$ cat config.mk
export PLATFORM = sky130hd
export DESIGN_NAME = nonce_report_tx
export DESIGN_NICKNAME = d
export VERILOG_FILES = /design/src/rtl/nonce_report_tx.sv
export SDC_FILE = /design/constraint.sdc
export NUM_CORES = 1
export LEC_CHECK = 0
export ABC_AREA = 1
export ABC_CLOCK_PERIOD_IN_PS = 3300
export CAP_MARGIN = 10
export CORE_MARGIN = 1
export CORE_UTILIZATION = 25
export CTS_BUF_LIST = sky130_fd_sc_hd__clkbuf_16
export CTS_CLUSTER_SIZE = 16
export DETAILED_ROUTE_END_ITERATION = 10
export HOLD_SLACK_MARGIN = 0.02
export PLACE_DENSITY = 0.38
export RECOVER_POWER = 100
export SLEW_MARGIN = 5
export SYNTH_ARGS = -nofsm -noshare
export SYNTH_HDL_FRONTEND = slang
export SYNTH_SLANG_ARGS = --single-unit
$ cat constraint.sdc
create_clock -name clk -period 3.3 [get_ports clk]
set_input_delay 0.66 -clock clk [delete_from_list [all_inputs] [get_ports clk]]
set_output_delay 0.66 -clock clk [all_outputs]
set_load 0.01 [all_outputs]
$ cat src/rtl/nonce_report_tx.sv
// nonce_report_tx: buffers golden nonces in a small FIFO and sends each one
// to the host as four 8N1 UART bytes, least-significant byte first.
module nonce_report_tx #(
  parameter logic [15:0] BAUD_DIV   = 16'd434,
  parameter int unsigned DEPTH_LOG2 = 2
) (
  input  logic        clk,
  input  logic        reset,
  input  logic [31:0] nonce_in,
  input  logic        nonce_valid,
  output logic        txd,
  output logic        busy,
  output logic        overflow
);

  localparam int unsigned DEPTH = 1 << DEPTH_LOG2;
  localparam logic [DEPTH_LOG2:0] PTR_ONE = {{DEPTH_LOG2{1'b0}}, 1'b1};

  typedef enum logic [1:0] {
    IDLE,
    START,
    DATA,
    STOP
  } state_t;

  state_t              state;
  logic [31:0]         mem [DEPTH];
  logic [DEPTH_LOG2:0] wr_ptr;
  logic [DEPTH_LOG2:0] rd_ptr;
  logic [15:0]         baud_cnt;
  logic [2:0]          bit_cnt;
  logic [1:0]          byte_cnt;
  logic [31:0]         shreg;
  logic [7:0]          cur_byte;
  logic                empty;
  logic                full;
  logic                pop;
  logic                push;
  logic                baud_end;

  // A pop on the same edge frees a slot, so a push into a full FIFO is legal then.
  always_comb begin
    empty    = (wr_ptr == rd_ptr);
    full     = (wr_ptr[DEPTH_LOG2] != rd_ptr[DEPTH_LOG2]) &&
               (wr_ptr[DEPTH_LOG2-1:0] == rd_ptr[DEPTH_LOG2-1:0]);
    pop      = (state == IDLE) && !empty;
    push     = nonce_valid && (!full || pop);
    baud_end = (baud_cnt == BAUD_DIV - 16'd1);
    busy     = !empty || (state != IDLE);
    cur_byte = shreg[7:0];
  end

  always_ff @(posedge clk) begin
    if (push) begin
      mem[wr_ptr[DEPTH_LOG2-1:0]] <= nonce_in;
    end
  end

  always_ff @(posedge clk) begin
    if (reset) begin
      wr_ptr   <= '0;
      rd_ptr   <= '0;
      overflow <= 1'b0;
    end else begin
      if (push) begin
        wr_ptr <= wr_ptr + PTR_ONE;
      end
      if (pop) begin
        rd_ptr <= rd_ptr + PTR_ONE;
      end
      if (nonce_valid && full && !pop) begin
        overflow <= 1'b1;
      end
    end
  end

  // txd is registered from the next-state decision, so the start bit appears
  // on the same edge that pops the FIFO.
  always_ff @(posedge clk) begin
    if (reset) begin
      state    <= IDLE;
      txd      <= 1'b1;
      baud_cnt <= '0;
      bit_cnt  <= '0;
      byte_cnt <= '0;
      shreg    <= '0;
    end else begin
      case (state)
        IDLE: begin
          txd      <= 1'b1;
          baud_cnt <= '0;
          if (pop) begin
            shreg    <= mem[rd_ptr[DEPTH_LOG2-1:0]];
            byte_cnt <= '0;
            txd      <= 1'b0;
            state    <= START;
          end
        end
        START: begin
          if (baud_end) begin
            baud_cnt <= '0;
            bit_cnt  <= '0;
            txd      <= cur_byte[0];
            state    <= DATA;
          end else begin
            baud_cnt <= baud_cnt + 16'd1;
          end
        end
        DATA: begin
          if (baud_end) begin
            baud_cnt <= '0;
            if (bit_cnt == 3'd7) begin
              txd   <= 1'b1;
              state <= STOP;
            end else begin
              bit_cnt <= bit_cnt + 3'd1;
              txd     <= cur_byte[bit_cnt + 3'd1];
            end
          end else begin
            baud_cnt <= baud_cnt + 16'd1;
          end
        end
        STOP: begin
          if (baud_end) begin
            baud_cnt <= '0;
            if (byte_cnt != 2'd3) begin
              byte_cnt <= byte_cnt + 2'd1;
              shreg    <= shreg >> 8;
              txd      <= 1'b0;
              state    <= START;
            end else begin
              txd   <= 1'b1;
              state <= IDLE;
            end
          end else begin
            baud_cnt <= baud_cnt + 16'd1;
          end
        end
        default: begin
          txd   <= 1'b1;
          state <= IDLE;
        end
      endcase
    end
  end

endmodule
Run 1, a small window of the routed layout:
Scale bar: 5 microns. Window x 130 to 150, y 130 to 150 microns. Cells in grey, sequential cells in the stronger grey; small squares are vias.
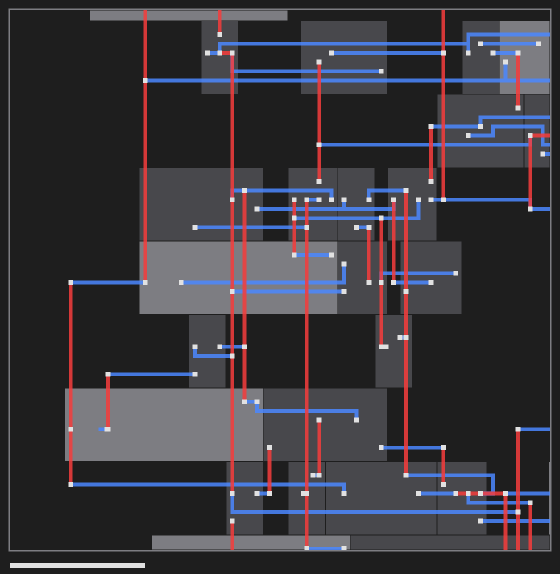
| layer | colour |
|---|---|
| met2 | red |
| met1 | blue |
most frequent: nor2_1 (5), nand3_1 (3)
sequential cells in the window: 2
netlist names of flops here include: baud_cnt (2)
cells with their middle in the window: 20

Run 1, metal 1:
Scale bar: 50 microns.
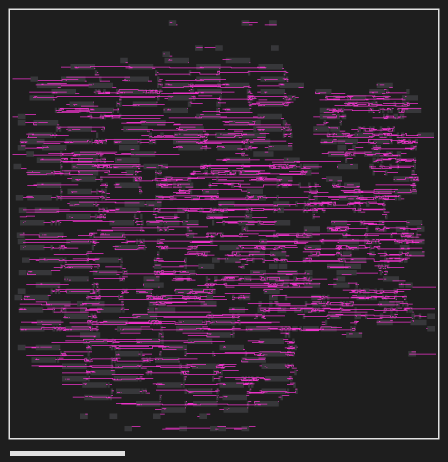
longest straight run: 66.7 microns
nets with wire on the layer: 901
share of all routed wire: 50%
wire length on this layer: 9610 microns
main direction: horizontal

==> results.rst, run 1 <==
Run summary
-----------

.. list-table::
   :header-rows: 1

   * - Metric
     - Value
   * - Die outline area
     - 34800 sq um
   * - Number of sequential cells
     - 193
   * - Clock network area share
     - 0.0592
   * - Total via count in the routed design
     - 5792
   * - Number of clock buffers in the layout
     - 17
   * - Post-CTS Hold Buffers
     - 0
   * - Detailed-routing wirelength on met1
     - 9.61 mm
   * - Post-CTS sizing
     - 0
   * - Result of the run
     - finished, final reports clean
   * - Adder share
     - 0.0206
   * - Power density over the cells
     - 789 nW/um^2
   * - Switching share of power
     - 0.379
   * - Logic pwr share
     - 0.341
   * - Synth Net Count
     - 967
   * - Multi-input gate area
     - 2890 sq um
   * - Fraction of synthesis flops using an asynchronous set or reset pin
     - 0
   * - Dominant logic cell type in the layout
     - sky130_fd_sc_hd__nand2_1
   * - Met1 global-route usage
     - 0.154
   * - Max_slew headroom
     - 0.246
   * - Top Ports
     - 38
   * - CTS buffer count
     - 17
   * - XOR/XNOR share of the synthesized area
     - 0.00720
   * - Final period utilization
     - 0.815
   * - Non-clock buffer count in the final layout
     - 49
   * - Fp util
     - 0.254
   * - Setup TNS
     - 0 ns
   * - Dominant flop cell
     - sky130_fd_sc_hd__edfxtp_1
   * - Mux share
     - 0.0282
   * - Post-place setup slack
     - 0.780 ns
   * - Data required time of the critical path
     - 2.64 ns
   * - Slew at the pin closest to its max-slew limit
     - 1.13 ns
   * - Comb gates
     - 607
   * - Setup-failing EPs final
     - 0
   * - Final hold vios
     - 0
   * - Clock network latency to the later pin of the worst-skew pair
     - 0.44 ns
   * - Min Clock Period, post-route
     - 2.69 ns
   * - Synth top area cells
     - sky130_fd_sc_hd__edfxtp_1, sky130_fd_sc_hd__dfxtp_1, sky130_fd_sc_hd__nand2_1
   * - Leading post-synthesis cells by instance count
     - sky130_fd_sc_hd__nand2_1, sky130_fd_sc_hd__nor2_1, sky130_fd_sc_hd__edfxtp_1
   * - Maximum vdd drop
     - 412 uV
   * - Port buffer count
     - 37
   * - Number of nets in the finished design
     - 992
   * - Maximum number of pins on one net before global-route repair
     - 89
   * - Total half-perimeter wirelength after legalization and detailed placement
     - 12.1 mm
   * - Antenna diode count
     - 0
   * - Cells after synthesis
     - 918
   * - Yosys top cell by instances
     - sky130_fd_sc_hd__nand2_1
   * - Yosys cell count
     - 918
   * - # Taps
     - 448
   * - Horizontal extent of the die
     - 187 microns
   * - Antenna violations before repair
     - 0
   * - Non-clock buffer share of cell area
     - 0.0458
   * - Clk Tree Root Cell
     - sky130_fd_sc_hd__clkbuf_16
   * - Total congestion overflow
     - 0
   * - Routed length on met2
     - 9.11 mm
   * - Total chip power
     - 7.83 mW
   * - Flop area
     - 5150 sq um
   * - Placed instance area
     - 9380 sq um
   * - Flops & latches, synth
     - 193
   * - CORE AREA
     - 33500 sq um
   * - Unrepaired setup endpoints after global routing
     - no
   * - Number of cell rows
     - 67
   * - R2r setup slk
     - 0.65 ns
   * - Level count of the clock H-tree
     - 4
   * - Number of inverters outside the clock class in the layout
     - 75
   * - Share of post-route cells with drive strength above 1
     - 0.0669
   * - Highest routing layer actually used
     - met4
   * - Crit Path Class
     - flip-flop to output port
Run 1, routing congestion map:
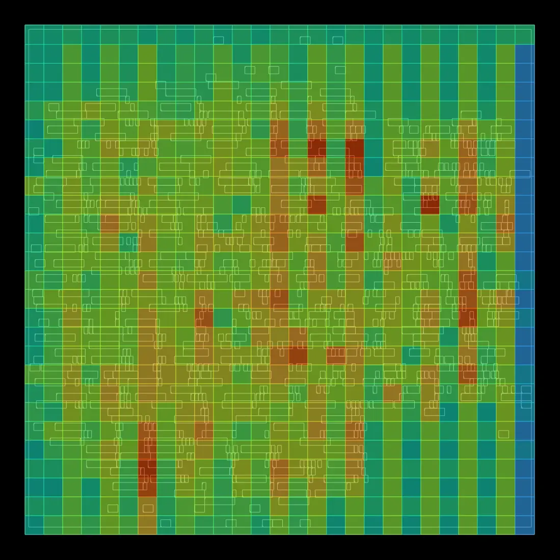
global-route total usage across every layer: 0.116
fraction of met3 tracks used by global routing: 0.0220
GR Layer Usage met2: 0.191

-- run 1: power groups by stage --
stage	registers, mW	logic, mW	clock network [mW]
2_1_floorplan	3.04	2.08	0
3_3_place_gp	3.12	2.77	0
3_5_place_dp	3.12	2.77	0
4_1_cts	3.07	2.78	2.18
5_1_grt	3.10	3.10	2.25
6_report	3.06	2.67	2.10
-- run 1: worst paths after layout --
kind               end  cells after the start
max               busy                      4
min           overflow                      2
max reg2reg  mem[3][0]                      7
min reg2reg   overflow                      2
-- run 1: worst max-delay path, cell delays in order (launching register included) --
cell	delay (ns)
sky130_fd_sc_hd__dfxtp_1	0.34
sky130_fd_sc_hd__inv_1	0.13
sky130_fd_sc_hd__ha_1	0.30
sky130_fd_sc_hd__nand4_1	0.18
sky130_fd_sc_hd__dlygate4sd3_1	0.64
==> run 1 -> run 2 <==
- ABC_CLOCK_PERIOD_IN_PS: 3300 -> 2800
- clock period: 3.3 -> 2.8 ns (I/O delays scaled with it)
Run 2, wiring by layer:
Scale bar: 50 microns. Two of the layers only.
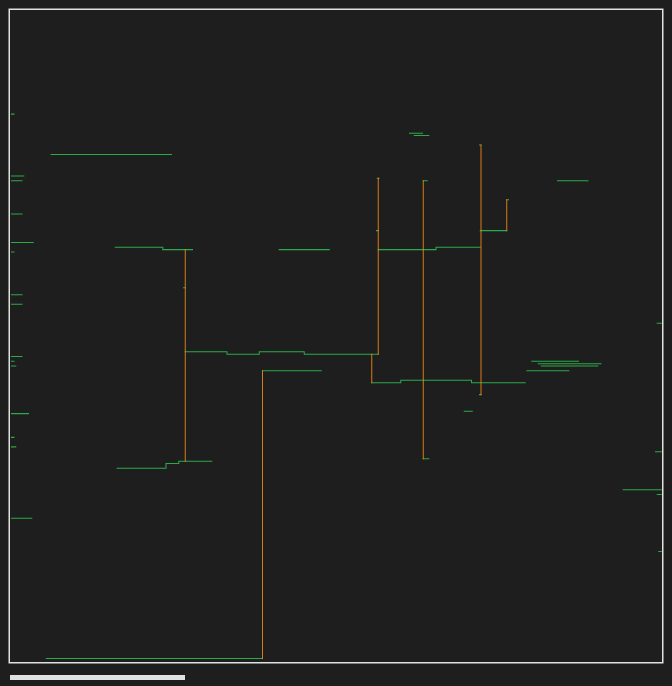
| layer | colour | wire length |
|---|---|---|
| met3 | green | 457 microns |
| met4 | orange | 361 microns |

==> run 2 against run 1 <==
  * Critical path depth unchanged
  * Clock power up 16%
  * Register-to-register slack worse by 0.36 ns
  * Synthesized cell count unchanged
  * Clock skew about the same
  * Die size unchanged
  * Largest power group unchanged
  * First-iteration DRC count up 6.4%
  * Highest routed layer unchanged
  * Design area up 0.10%
  * Worst setup slack worse by 0.36 ns
  * Global-route usage up 0.20 points
  * Worst hold slack better by 0.0048 ns
==> results.rst, run 2 <==
Run summary
-----------

.. list-table::
   :header-rows: 1

   * - Metric
     - Value
   * - Result of the run
     - finished, final reports clean
   * - # Taps
     - 448 (unchanged)
   * - Maximum number of pins on one net before global-route repair
     - 89 (unchanged)
   * - Combined area of all synthesized cells
     - 8510 sq um
   * - DRC violations left
     - 0
   * - Total via count in the routed design
     - 5831 (+0.67%)
   * - Clk Tree Root Cell
     - sky130_fd_sc_hd__clkbuf_16
   * - Leading post-synthesis cells by instance count
     - sky130_fd_sc_hd__nand2_1, sky130_fd_sc_hd__nor2_1, sky130_fd_sc_hd__edfxtp_1
   * - GR Layer Usage met2
     - 0.188 (-0.00344)
   * - Clock network latency to the later pin of the worst-skew pair
     - 0.44 ns (about the same)
   * - R2r setup slk
     - 0.29 ns (-0.36 ns)
   * - Data required time of the critical path
     - 2.24 ns (-0.40 ns)
   * - Non-clock buffer share of cell area
     - 0.0479 (+0.00210)
   * - Antenna diode count
     - 0 (unchanged)
   * - Final period utilization
     - 0.909
   * - Mux share
     - 0.0282 (unchanged)
   * - Multi-input gate area
     - 2880 sq um (-0.43%)
   * - Post-CTS sizing
     - 0 (unchanged)
   * - CORE AREA
     - 33500 sq um (unchanged)
   * - Share of post-route cells with drive strength above 1
     - 0.0699 (+0.00292)
   * - Detailed-routing wirelength on met1
     - 9.73 mm (+1.2%)
   * - Number of cells traversed by the worst register-to-register path
     - 7 (unchanged)
   * - Number of clock buffers in the layout
     - 17 (unchanged)
   * - Total chip power
     - 9.21 mW (+18%)
   * - Highest routing layer actually used
     - met4
   * - Adder share
     - 0.0206 (unchanged)
   * - Level count of the clock H-tree
     - 4 (unchanged)
   * - Met1 global-route usage
     - 0.160 (+0.00617)
   * - Leak pwr
     - 3.92 nW
   * - Flop area
     - 5150 sq um (about the same)
   * - Fraction of met3 tracks used by global routing
     - 0.0222 (+0.000188)
   * - Crit Path Class
     - flip-flop to output port
   * - Post-CTS Hold Buffers
     - 0 (unchanged)
   * - Global-route total usage across every layer
     - 0.118 (+0.00201)
   * - Post-place setup slack
     - 0.555 ns (-0.225 ns)
   * - Final hold vios
     - 0 (unchanged)
   * - Total half-perimeter wirelength after legalization and detailed placement
     - 12.1 mm (+0.63%)
   * - XOR/XNOR share of the synthesized area
     - 0.00720 (unchanged)
   * - Critical path endpoint
     - busy
   * - Setup TNS
     - 0 ns (unchanged)
   * - Dominant flop cell
     - sky130_fd_sc_hd__edfxtp_1
   * - Horizontal extent of the die
     - 187 microns (unchanged)
   * - Number of nets in the finished design
     - 995 (+0.30%)
   * - Maximum vdd drop
     - 461 uV (+12%)
   * - Port buffer count
     - 37 (unchanged)
   * - Flops & latches, synth
     - 193 (unchanged)
   * - Max_slew headroom
     - 0.348 (+0.102)
   * - Min Clock Period, post-route
     - 2.54 ns
   * - Dominant logic cell type in the layout
     - sky130_fd_sc_hd__nand2_1
   * - Setup-failing EPs final
     - 0 (unchanged)
   * - Yosys cell count
     - 918 (unchanged)
   * - Fraction of synthesis flops using an asynchronous set or reset pin
     - 0 (unchanged)
   * - Synth Net Count
     - 967 (unchanged)
   * - Slew at the pin closest to its max-slew limit
     - 0.978 ns (-0.152 ns)
   * - Total congestion overflow
     - 0 (unchanged)
   * - R2r endpoint
     - mem[1][23]
   * - Yosys top cell by instances
     - sky130_fd_sc_hd__nand2_1
   * - Power density over the cells
     - 927 nW/um^2 (+17%)
   * - Top Ports
     - 38 (unchanged)
   * - Die outline area
     - 34800 sq um (unchanged)
   * - Fp util
     - 0.254 (unchanged)
   * - Non-clock buffer count in the final layout
     - 52 (+6.1%)
   * - Clock network area share
     - 0.0591 (-0.0000596)
   * - Synth top area cells
     - sky130_fd_sc_hd__edfxtp_1, sky130_fd_sc_hd__dfxtp_1, sky130_fd_sc_hd__nand2_1
   * - Placed instance area
     - 9450 sq um (+0.77%)
==> run 2: cell counts after synthesis <==
Identical to the previous run, type by type.
==> run 2: worst max-delay path, stage by stage (launching register included) <==
cell	delay (ns)
sky130_fd_sc_hd__dfxtp_1	0.41
sky130_fd_sc_hd__inv_1	0.12
sky130_fd_sc_hd__ha_1	0.30
sky130_fd_sc_hd__nand4_1	0.16
sky130_fd_sc_hd__clkdlybuf4s50_1	0.56
==> run 2: where the power goes <==
part	internal (mW)	total, mW	switching (mW)
clock network	1.20	2.43	1.23
registers	3.39	3.64	0.247
logic	1.07	3.14	2.07
total	5.66	9.21	3.55
==> run 2 -> run 3 <==
- CORE_UTILIZATION: 25 -> 50
- PLACE_DENSITY: 0.38 -> 0.66
Run 3, metal 1:
Scale bar: 50 microns.
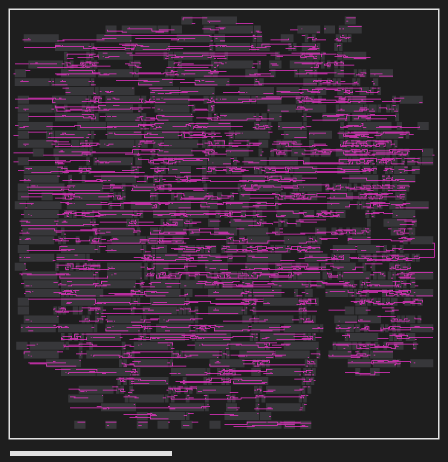
nets with wire on the layer: 913
longest straight run: 62.1 microns
main direction: horizontal
wire length on this layer: 7400 microns
met1 global-route usage: 0.250
total via count in the routed design: 5832
Final Routed Wirelength: 16.1 mm

==> run 3 against run 2 <==
  * Combinational power down 3%
  * Maximum frequency down 0.82%
  * Clock skew down 0.0025 ns
  * Routed wire length down 18%
  * Clock-buffer cell count unchanged
  * Critical path type unchanged
  * Largest cell class unchanged
  * Largest power group unchanged
==> results.rst, run 3 <==
Run summary
-----------

.. list-table::
   :header-rows: 1

   * - Metric
     - Value
   * - Critical path endpoint
     - busy
   * - Buf+Inv Stages, Crit Path
     - 2 (unchanged)
   * - Detailed-routing wirelength on met1
     - 7.40 mm (-24%)
   * - Clk Tree Root Cell
     - sky130_fd_sc_hd__clkbuf_16
   * - Max_slew headroom
     - 0.336 (-0.0121)
   * - Number of nets in the finished design
     - 995 (unchanged)
   * - Maximum vdd drop
     - 489 uV (+6.1%)
   * - Final hold vios
     - 0 (unchanged)
   * - Synth top area cells
     - sky130_fd_sc_hd__edfxtp_1, sky130_fd_sc_hd__dfxtp_1, sky130_fd_sc_hd__nand2_1
   * - Number of clock buffers in the layout
     - 17 (unchanged)
   * - Dominant logic cell type in the layout
     - sky130_fd_sc_hd__nand2_1
   * - Maximum number of pins on one net before global-route repair
     - 71 (-20%)
   * - Power drawn by the clock network
     - 2.37 mW (-2%)
   * - Power density over the cells
     - 939 nW/um^2 (+1.3%)
   * - R2r setup slk
     - 0.25 ns (-0.04 ns)
   * - Highest routing layer actually used
     - met4
   * - Setup-failing EPs final
     - 0 (unchanged)
   * - Multi-input gate area
     - 2890 sq um (+0.43%)
   * - Worst path depth
     - 4 (unchanged)
   * - CORE AREA
     - 16600 sq um (-51%)
   * - GR Layer Usage met2
     - 0.334 (+0.146)
   * - Slew at the pin closest to its max-slew limit
     - 0.996 ns (+0.0182 ns)
   * - Die outline area
     - 17600 sq um (-50%)
   * - Logic pwr share
     - 0.338 (-0.003)
   * - Yosys top cell by instances
     - sky130_fd_sc_hd__nand2_1
   * - Leading post-synthesis cells by instance count
     - sky130_fd_sc_hd__nand2_1, sky130_fd_sc_hd__nor2_1, sky130_fd_sc_hd__edfxtp_1
   * - Flops & latches, synth
     - 193 (unchanged)
   * - Combined area of all synthesized cells
     - 8510 sq um (unchanged)
   * - Post-CTS sizing
     - 0 (unchanged)
   * - Top power consumer group
     - sequential cells
   * - Mux share
     - 0.0282 (unchanged)
   * - Crit-path leading delay family
     - buffers and inverters
   * - Cell kind with the greatest summed area
     - registers
   * - # Taps
     - 220 (-51%)
   * - Data required time of the critical path
     - 2.24 ns (about the same)
   * - Setup TNS
     - 0 ns (unchanged)
   * - Maximum single-stage delay on the critical path
     - 0.58 ns (+0.02 ns)
   * - CP Cell Sequence
     - inv_1 > ha_1 > nand4_1 > clkdlybuf4s50_1
   * - Global-route total usage across every layer
     - 0.199 (+0.0805)
   * - Leak pwr
     - 3.92 nW (+0.17%)
   * - Sequential Power
     - 3.63 mW (about the same)
   * - Final worst clock skew
     - 0.0104 ns
   * - Switching share of power
     - 0.368 (-0.0177)
   * - Share of post-route cells with drive strength above 1
     - 0.0710 (+0.00112)
   * - Largest register FFs
     - 128
   * - Dominant flop cell
     - sky130_fd_sc_hd__edfxtp_1
   * - Non-clock buffer count in the final layout
     - 52 (unchanged)
   * - Result of the run
     - finished, final reports clean
   * - Top Ports
     - 38 (unchanged)
   * - Clk pwr share
     - 0.262 (-0.002)
   * - Yosys cell count
     - 918 (unchanged)
   * - Post-place setup slack
     - 0.670 ns (+0.114 ns)
   * - Flop area
     - 5150 sq um (unchanged)
   * - Level count of the clock H-tree
     - 4 (unchanged)
   * - Fraction of met3 tracks used by global routing
     - 0.0483 (+0.0261)
   * - Antenna diode count
     - 0 (unchanged)
   * - Clock network latency to the later pin of the worst-skew pair
     - 0.43 ns (about the same)
   * - Internal Power
     - 5.73 mW (+1.3%)
   * - Fp util
     - 0.513 (+0.259)
   * - DRC violations left
     - 0 (unchanged)
   * - Share of total power in sequential cells
     - 0.400 (+0.005)
   * - Synth Net Count
     - 967 (unchanged)
   * - Total congestion overflow
     - 0 (unchanged)
   * - R2r endpoint
     - mem[0][13]
   * - Adder share
     - 0.0206 (unchanged)
   * - Non-clock buffer share of cell area
     - 0.0503 (+0.00242)
   * - Net load switching power
     - 3.33 mW (-6.1%)
   * - Slowest cell on the critical path
     - sky130_fd_sc_hd__clkdlybuf4s50_1
   * - XOR/XNOR share of the synthesized area
     - 0.00720 (unchanged)
   * - Clock network area share
     - 0.0592 (+0.000145)
   * - Number of cells traversed by the worst register-to-register path
     - 7 (unchanged)
   * - Horizontal extent of the die
     - 132 microns (-29%)
   * - Port buffer count
     - 37 (unchanged)
   * - Post-CTS Hold Buffers
     - 0 (unchanged)
   * - Crit Path Class
     - flip-flop to output port
   * - Min Clock Period, post-route
     - 2.57 ns (+0.0210 ns)
   * - Comb. pwr
     - 3.06 mW (-3%)
   * - Total chip power
     - 9.06 mW (-1.6%)
==> run 3: cell counts after synthesis <==
Identical to the previous run, type by type.
==> run 3: per-stage QoR <==
step / instance area, sq um / std cells / utilization / hold slack [ns]
detailed placement: 9150 / 1147 / 0.552 / 0.441
global route: 9650 / 1178 / 0.582 / 0.474
global placement: 9150 / 1147 / 0.552 / 0.441
floorplan: 8510 / 918 / - / 0.433
CTS: 9720 / 1178 / 0.586 / 0.453
finish: 9650 / 1178 / 0.582 / 0.448
==> run 3: logic make-up (layout without fill, tap and decap cells) <==
kind of cell | Yosys count | in the layout
compound gates | 84 | 84
flops | 193 | 193
simple gates | 478 | 478
fa+ha+maj | 14 | 14
mux | 24 | 24
xor+xnor | 7 | 7
buf+inv | 118 | 158

==> notes/layouts.md <==
Pictures saved along the way, in no particular order.

Wire density map.
image #1
The die is cut into 37 by 37 equal tiles; white is low, dark blue is high, scaled to the fullest tile. Values are wire area over tile area, all layers added.
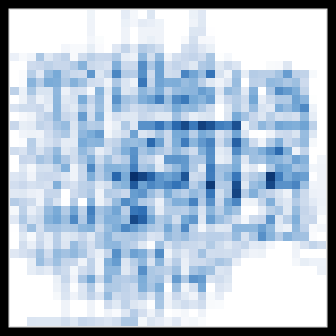
image #2
The die is cut into 26 by 26 equal tiles; white is low, dark blue is high, scaled to the fullest tile. Values are wire area over tile area, all layers added.
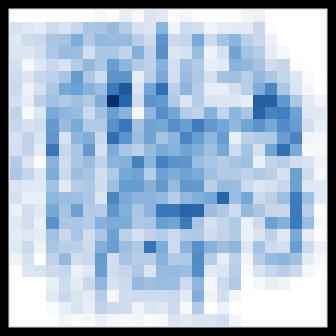
image #2 -> run 3
image #1 -> run 2

Power is estimated from default activity; no workload was simulated.
